==> src/rtl/mdu_iter_pkg.sv <==
// Shared constants for the iterative multiply/divide unit: funct3 encodings and FSM states.
`ifndef DATA_SIZE
`define DATA_SIZE 32
`endif

package mdu_iter_pkg;

    typedef enum logic [2:0] {
        MDU_MUL    = 3'b000,
        MDU_MULH   = 3'b001,
        MDU_MULHSU = 3'b010,
        MDU_MULHU  = 3'b011,
        MDU_DIV    = 3'b100,
        MDU_DIVU   = 3'b101,
        MDU_REM    = 3'b110,
        MDU_REMU   = 3'b111
    } mdu_func;

    typedef enum logic [1:0] {
        IDLE,
        CALC,
        DONE
    } mdu_state;

endpackage

==> src/rtl/mdu_iter_divstep.sv <==
// One restoring-division step: shift in the next dividend bit, trial-subtract the divisor.
// Latency: combinational.
// Backpressure: none.
module mdu_divstep
    import mdu_iter_pkg::*;
#(
    parameter int DATA_W = `DATA_SIZE
) (
    input  logic [DATA_W-1:0] rem_i,
    input  logic              dividend_msb_i,
    input  logic [DATA_W-1:0] divisor_i,
    output logic [DATA_W-1:0] rem_o,
    output logic              q_bit_o
);

    logic [DATA_W:0] shifted;
    logic [DATA_W:0] diff;

    // rem_i < divisor, so a non-negative difference always fits back into DATA_W bits
    always_comb begin
        shifted = {rem_i, dividend_msb_i};
        diff    = shifted - {1'b0, divisor_i};
        q_bit_o = ~diff[DATA_W];
        rem_o   = q_bit_o ? diff[DATA_W-1:0] : shifted[DATA_W-1:0];
    end

endmodule

==> src/rtl/mdu_iter.sv <==
// Iterative RV M-extension unit: radix-2 shift-add multiply and restoring divide on magnitudes.
// Latency: DATA_W+1 cycles from accept to valid_o; divide-by-zero/overflow in 1 cycle.
// Backpressure: single outstanding op; start_i ignored while busy_o, flush_i aborts.
module mdu_iter
    import mdu_iter_pkg::*;
#(
    parameter int DATA_W = `DATA_SIZE
) (
    input  logic              clk,
    input  logic              rst_n,
    input  logic              start_i,
    input  logic [2:0]        func_i,
    input  logic [DATA_W-1:0] op_a_i,
    input  logic [DATA_W-1:0] op_b_i,
    input  logic              flush_i,
    output logic              busy_o,
    output logic              valid_o,
    output logic [DATA_W-1:0] result_o
);

    localparam int                CNT_W    = $clog2(DATA_W);
    localparam logic [DATA_W-1:0] MOST_NEG = {1'b1, {(DATA_W-1){1'b0}}};
    localparam logic [DATA_W-1:0] ALL_ONES = '1;

    mdu_state          state;
    mdu_func           func_q;
    logic [CNT_W-1:0]  cnt;
    logic [DATA_W-1:0] acc_hi;
    logic [DATA_W-1:0] acc_lo;
    logic [DATA_W-1:0] opnd;
    logic              neg_q;

    mdu_func           func_in;
    logic              a_sgn;
    logic              b_sgn;
    logic              a_neg;
    logic              b_neg;
    logic [DATA_W-1:0] a_mag;
    logic [DATA_W-1:0] b_mag;
    logic              neg_in;
    logic              div_zero;
    logic              div_ovf;
    logic              special;
    logic [DATA_W-1:0] special_res;

    assign func_in = mdu_func'(func_i);
    assign busy_o  = (state != IDLE);

    // Operand decode on the accept cycle
    always_comb begin
        a_sgn = 1'b0;
        b_sgn = 1'b0;
        case (func_in)
            MDU_MULH, MDU_DIV, MDU_REM: begin
                a_sgn = 1'b1;
                b_sgn = 1'b1;
            end
            MDU_MULHSU: a_sgn = 1'b1;
            default: ;
        endcase
        a_neg = a_sgn & op_a_i[DATA_W-1];
        b_neg = b_sgn & op_b_i[DATA_W-1];
        a_mag = a_neg ? (~op_a_i + 1'b1) : op_a_i;
        b_mag = b_neg ? (~op_b_i + 1'b1) : op_b_i;
        // remainder follows the dividend's sign; everything else the product of signs
        neg_in = (func_in == MDU_REM) ? a_neg : (a_neg ^ b_neg);

        div_zero = func_i[2] && (op_b_i == '0);
        div_ovf  = ((func_in == MDU_DIV) || (func_in == MDU_REM)) &&
                   (op_a_i == MOST_NEG) && (op_b_i == ALL_ONES);
        special  = div_zero | div_ovf;
        if (div_zero)
            special_res = func_i[1] ? op_a_i : ALL_ONES;
        else
            special_res = func_i[1] ? '0 : op_a_i;
    end

    logic [DATA_W:0]     mul_sum;
    logic [DATA_W-1:0]   div_rem;
    logic                div_q;
    logic [DATA_W-1:0]   hi_nxt;
    logic [DATA_W-1:0]   lo_nxt;
    logic [2*DATA_W-1:0] prod;
    logic [DATA_W-1:0]   quo;
    logic [DATA_W-1:0]   rem;
    logic [DATA_W-1:0]   fin_res;

    mdu_divstep #(
        .DATA_W(DATA_W)
    ) u_divstep (
        .rem_i         (acc_hi),
        .dividend_msb_i(acc_lo[DATA_W-1]),
        .divisor_i     (opnd),
        .rem_o         (div_rem),
        .q_bit_o       (div_q)
    );

    // acc_hi:acc_lo is product (multiply, shifts right) or remainder:quotient (divide, shifts left)
    always_comb begin
        mul_sum = {1'b0, acc_hi} + (acc_lo[0] ? {1'b0, opnd} : '0);
        if (func_q[2]) begin
            hi_nxt = div_rem;
            lo_nxt = {acc_lo[DATA_W-2:0], div_q};
        end else begin
            hi_nxt = mul_sum[DATA_W:1];
            lo_nxt = {mul_sum[0], acc_lo[DATA_W-1:1]};
        end
        prod = neg_q ? (~{hi_nxt, lo_nxt} + 1'b1) : {hi_nxt, lo_nxt};
        quo  = neg_q ? (~lo_nxt + 1'b1) : lo_nxt;
        rem  = neg_q ? (~hi_nxt + 1'b1) : hi_nxt;
        case (func_q)
            MDU_MUL:                         fin_res = prod[DATA_W-1:0];
            MDU_MULH, MDU_MULHSU, MDU_MULHU: fin_res = prod[2*DATA_W-1:DATA_W];
            MDU_DIV, MDU_DIVU:               fin_res = quo;
            default:                         fin_res = rem;
        endcase
    end

    always_ff @(posedge clk or negedge rst_n) begin
        if (!rst_n) begin
            state    <= IDLE;
            func_q   <= MDU_MUL;
            cnt      <= '0;
            acc_hi   <= '0;
            acc_lo   <= '0;
            opnd     <= '0;
            neg_q    <= 1'b0;
            valid_o  <= 1'b0;
            result_o <= '0;
        end else if (flush_i) begin
            state   <= IDLE;
            valid_o <= 1'b0;
        end else begin
            valid_o <= 1'b0;
            case (state)
                IDLE: begin
                    if (start_i) begin
                        func_q <= func_in;
                        neg_q  <= neg_in;
                        cnt    <= CNT_W'(DATA_W - 1);
                        if (special) begin
                            state    <= DONE;
                            valid_o  <= 1'b1;
                            result_o <= special_res;
                        end else begin
                            state  <= CALC;
                            acc_hi <= '0;
                            acc_lo <= func_i[2] ? a_mag : b_mag;
                            opnd   <= func_i[2] ? b_mag : a_mag;
                        end
                    end
                end
                CALC: begin
                    acc_hi <= hi_nxt;
                    acc_lo <= lo_nxt;
                    if (cnt == '0) begin
                        state    <= DONE;
                        valid_o  <= 1'b1;
                        result_o <= fin_res;
                    end else begin
                        cnt <= cnt - CNT_W'(1);
                    end
                end
                DONE:    state <= IDLE;
                default: state <= IDLE;
            endcase
        end
    end

endmodule

==> config.mk <==
export PLATFORM = sky130hd
export DESIGN_NAME = mdu_iter
export DESIGN_NICKNAME = d
export VERILOG_FILES = /design/src/rtl/mdu_iter_pkg.sv /design/src/rtl/mdu_iter_divstep.sv /design/src/rtl/mdu_iter.sv
export SDC_FILE = /design/constraint.sdc
export NUM_CORES = 1
export LEC_CHECK = 0
export CORE_AREA = 2 2 183 185
export DETAILED_ROUTE_END_ITERATION = 8
export DIE_AREA = 0 0 185 187
export GPL_TIMING_DRIVEN = 0
export HOLD_SLACK_MARGIN = 0.08
export PLACE_DENSITY = 0.69
export SYNTH_ARGS = -nofsm -noshare
export SYNTH_HDL_FRONTEND = slang
export SYNTH_HIERARCHICAL = 1
export SYNTH_SLANG_ARGS = --single-unit
==> constraint.sdc <==
create_clock -name clk -period 6.4 [get_ports clk]
set_input_delay 1.28 -clock clk [delete_from_list [all_inputs] [get_ports clk]]
set_output_delay 1.28 -clock clk [all_outputs]
set_load 0.01 [all_outputs]
**Cells coloured by class**

(2 px per um) Fill, decap, tap and diode cells in grey.
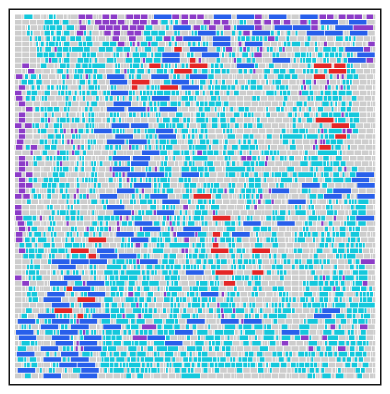
legend:
  combinational and other logic:
    colour: cyan
    cells: 1904
    share_of_their_area: 68%
  other buffers and delay cells:
    colour: purple
    cells: 232
    share_of_their_area: 9.3%
  clock drivers and dummy loads:
    colour: red
    cells: 32
    share_of_their_area: 3.4%
  flops:
    colour: blue
    cells: 140
    share_of_their_area: 19%
Site Rows: 67
post-route cell area: 0.0186 mm^2

**Sizing map**

(2 px per um)
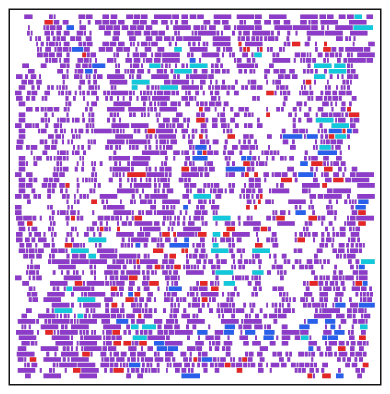
legend:
  _2 cells:
    colour: red
    cells: 94
  _6 and larger:
    colour: cyan
    cells: 40
  _0 and _1 cells:
    colour: purple
    cells: 2121
  _3 and _4 cells:
    colour: blue
    cells: 53
area grow syn2layout: 15.5%
Non-clk bufs: 232
PnR worst setup slack: 0.0322 ns

==> results.py <==
# Synthesis and PnR figures
metrics = {
    "global_route": {
        "grt.met1_usage_pct": 54.4,
        "grt_pass1_wl_um": 109000,
        "use_met2_pct": 64.8,
        "gr-total-overflow": 0,
        "grt_pass1_vias": 17500,
        "antenna_found_initial": 2,
    },
    "synth": {
        "most_common_cell": "nand2_1",
        "area_leaders": "dfrtp_1, o21ai_0, nand2_1",
        "yosysWarningCount": 6,
        "synthFlopType": "dfrtp_1",
        "ys_cells": 2169,
        "async_flop_share_pct": 100,
        "muxShareOfSynthArea_pct": 6.21,
        "ys_sh_adder_pct": 7.49,
        "synth.cellmix.simpleShare_pct": 23.8,
        "synth_top_area_share_pct": 21.7,
        "syn_inst": 2169,
        "ys_seq_share_pct": 21.7,
        "ys_sh_aoi_pct": 27.6,
        "synth-xor-area-share_pct": 8.04,
        "synthDistinctLibCells": 107,
    },
    "drt": {
        "met2_length_um": 32400,
        "met3_length_um": 8030,
    },
    "layout": {
        "n_all_inverters": 59,
        "largest_class": "logic gates",
        "bufAreaShareNonClock_pct": 8.99,
        "n_clock_buffer": 17,
        "comb_share_pct": 64.6,
        "register_area_mm2": 0.00350,
        "most-common-layout-cells": "nand2_1, o21ai_0, nor2_1, a21oi_1, dfrtp_1",
        "mostFrequentLayoutCell": "nand2_1",
        "stdcell_count": 2757,
        "antennaDiodeCount": 1,
        "final_nets": 2439,
        "comb_cells": 1845,
        "clkCellAreaFrac_pct": 3.31,
    },
    "clock_network": {
        "cts_root_buf": "clkbuf_16",
        "cts_buffers": 17,
        "post_cts_buffers": 4,
        "cts_tree": "done",
        "clock_path_buffers": 2,
        "insertion_delay_ns": 0.47,
        "cts.repair.resized": 19,
    },
    "power": {
        "powerDensity_mw_per_mm2": 483,
        "seqPwrFrac_pct": 15.9,
        "combPwrFrac_pct": 72.4,
        "p_clk_mw": 1.05,
        "clkPwrFrac_pct": 11.7,
        "ir_drop_mv": 0.302,
        "powerSeq_mw": 1.43,
        "p_leak_nw": 7.54,
        "netSwitchingFraction_pct": 55.3,
    },
    "sta": {
        "fin_setup_tns_ns": 0,
        "timing.final.crit_share_pct": 99.5,
        "whs_ns": 0.487,
        "finalMaxSlewViolations": 0,
        "tightest_slew_ns": 1.25,
        "finalHoldViolations": 0,
        "skew_ns": 0.0138,
    },
    "critical_path": {
        "end_kind": "register",
        "worstPathArrival_ns": 6.76,
        "crit_cells": 20,
        "cp-start-kind": "register",
        "cp.required_ns": 6.79,
        "cp_slowest_stage_delay_ns": 0.47,
        "cp_max_fo": 10,
        "crit_type": "reg -> reg",
        "cpLargestDelayFamily": "buffers and inverters",
        "crit_slowest_cell": "dfrtp_1",
        "crit_chain": "buf_2, buf_2, buf_2, buf_2, buf_4, buf_2, buf_2, buf_2, mux2i_1, ha_1, o211ai_1, nor4_4, buf_4, a41oi_4, clkbuf_1, a21oi_1, nor2_1, o221ai_1, o21ai_0, o21ai_1",
    },
    "placed_design": {
        "dpl_cell_area_mm2": 0.0177,
        "dpl.cell_count": 2719,
        "dp_hpwl_um": 59600,
        "gp_congestion": 1.07,
        "place_ws_ns": -1.02,
    },
    "floorplan": {
        "dieArea_mm2": 0.0346,
        "die_h_um": 187,
        "taps": 448,
    },
    "hold_path": {
        "hold-path-cell-count": 2,
        "hp-class": "reg -> reg",
    },
    "run": {
        "max_cap_viol_count": 0,
    },
    "status": {
        "status": "finished, final reports clean",
    },
}
**Signal wires on met3**

(2 px per um)
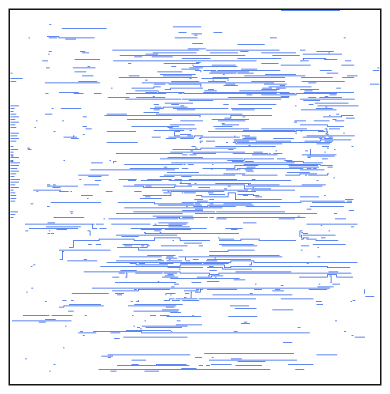
nets with wire on the layer: 434
longest straight run: 119 um
GR Util met3: 10.9%
total number of vias: 18400
drt total wl: 74400 um

No activity file was given, so power comes from the tool's default toggle rates.
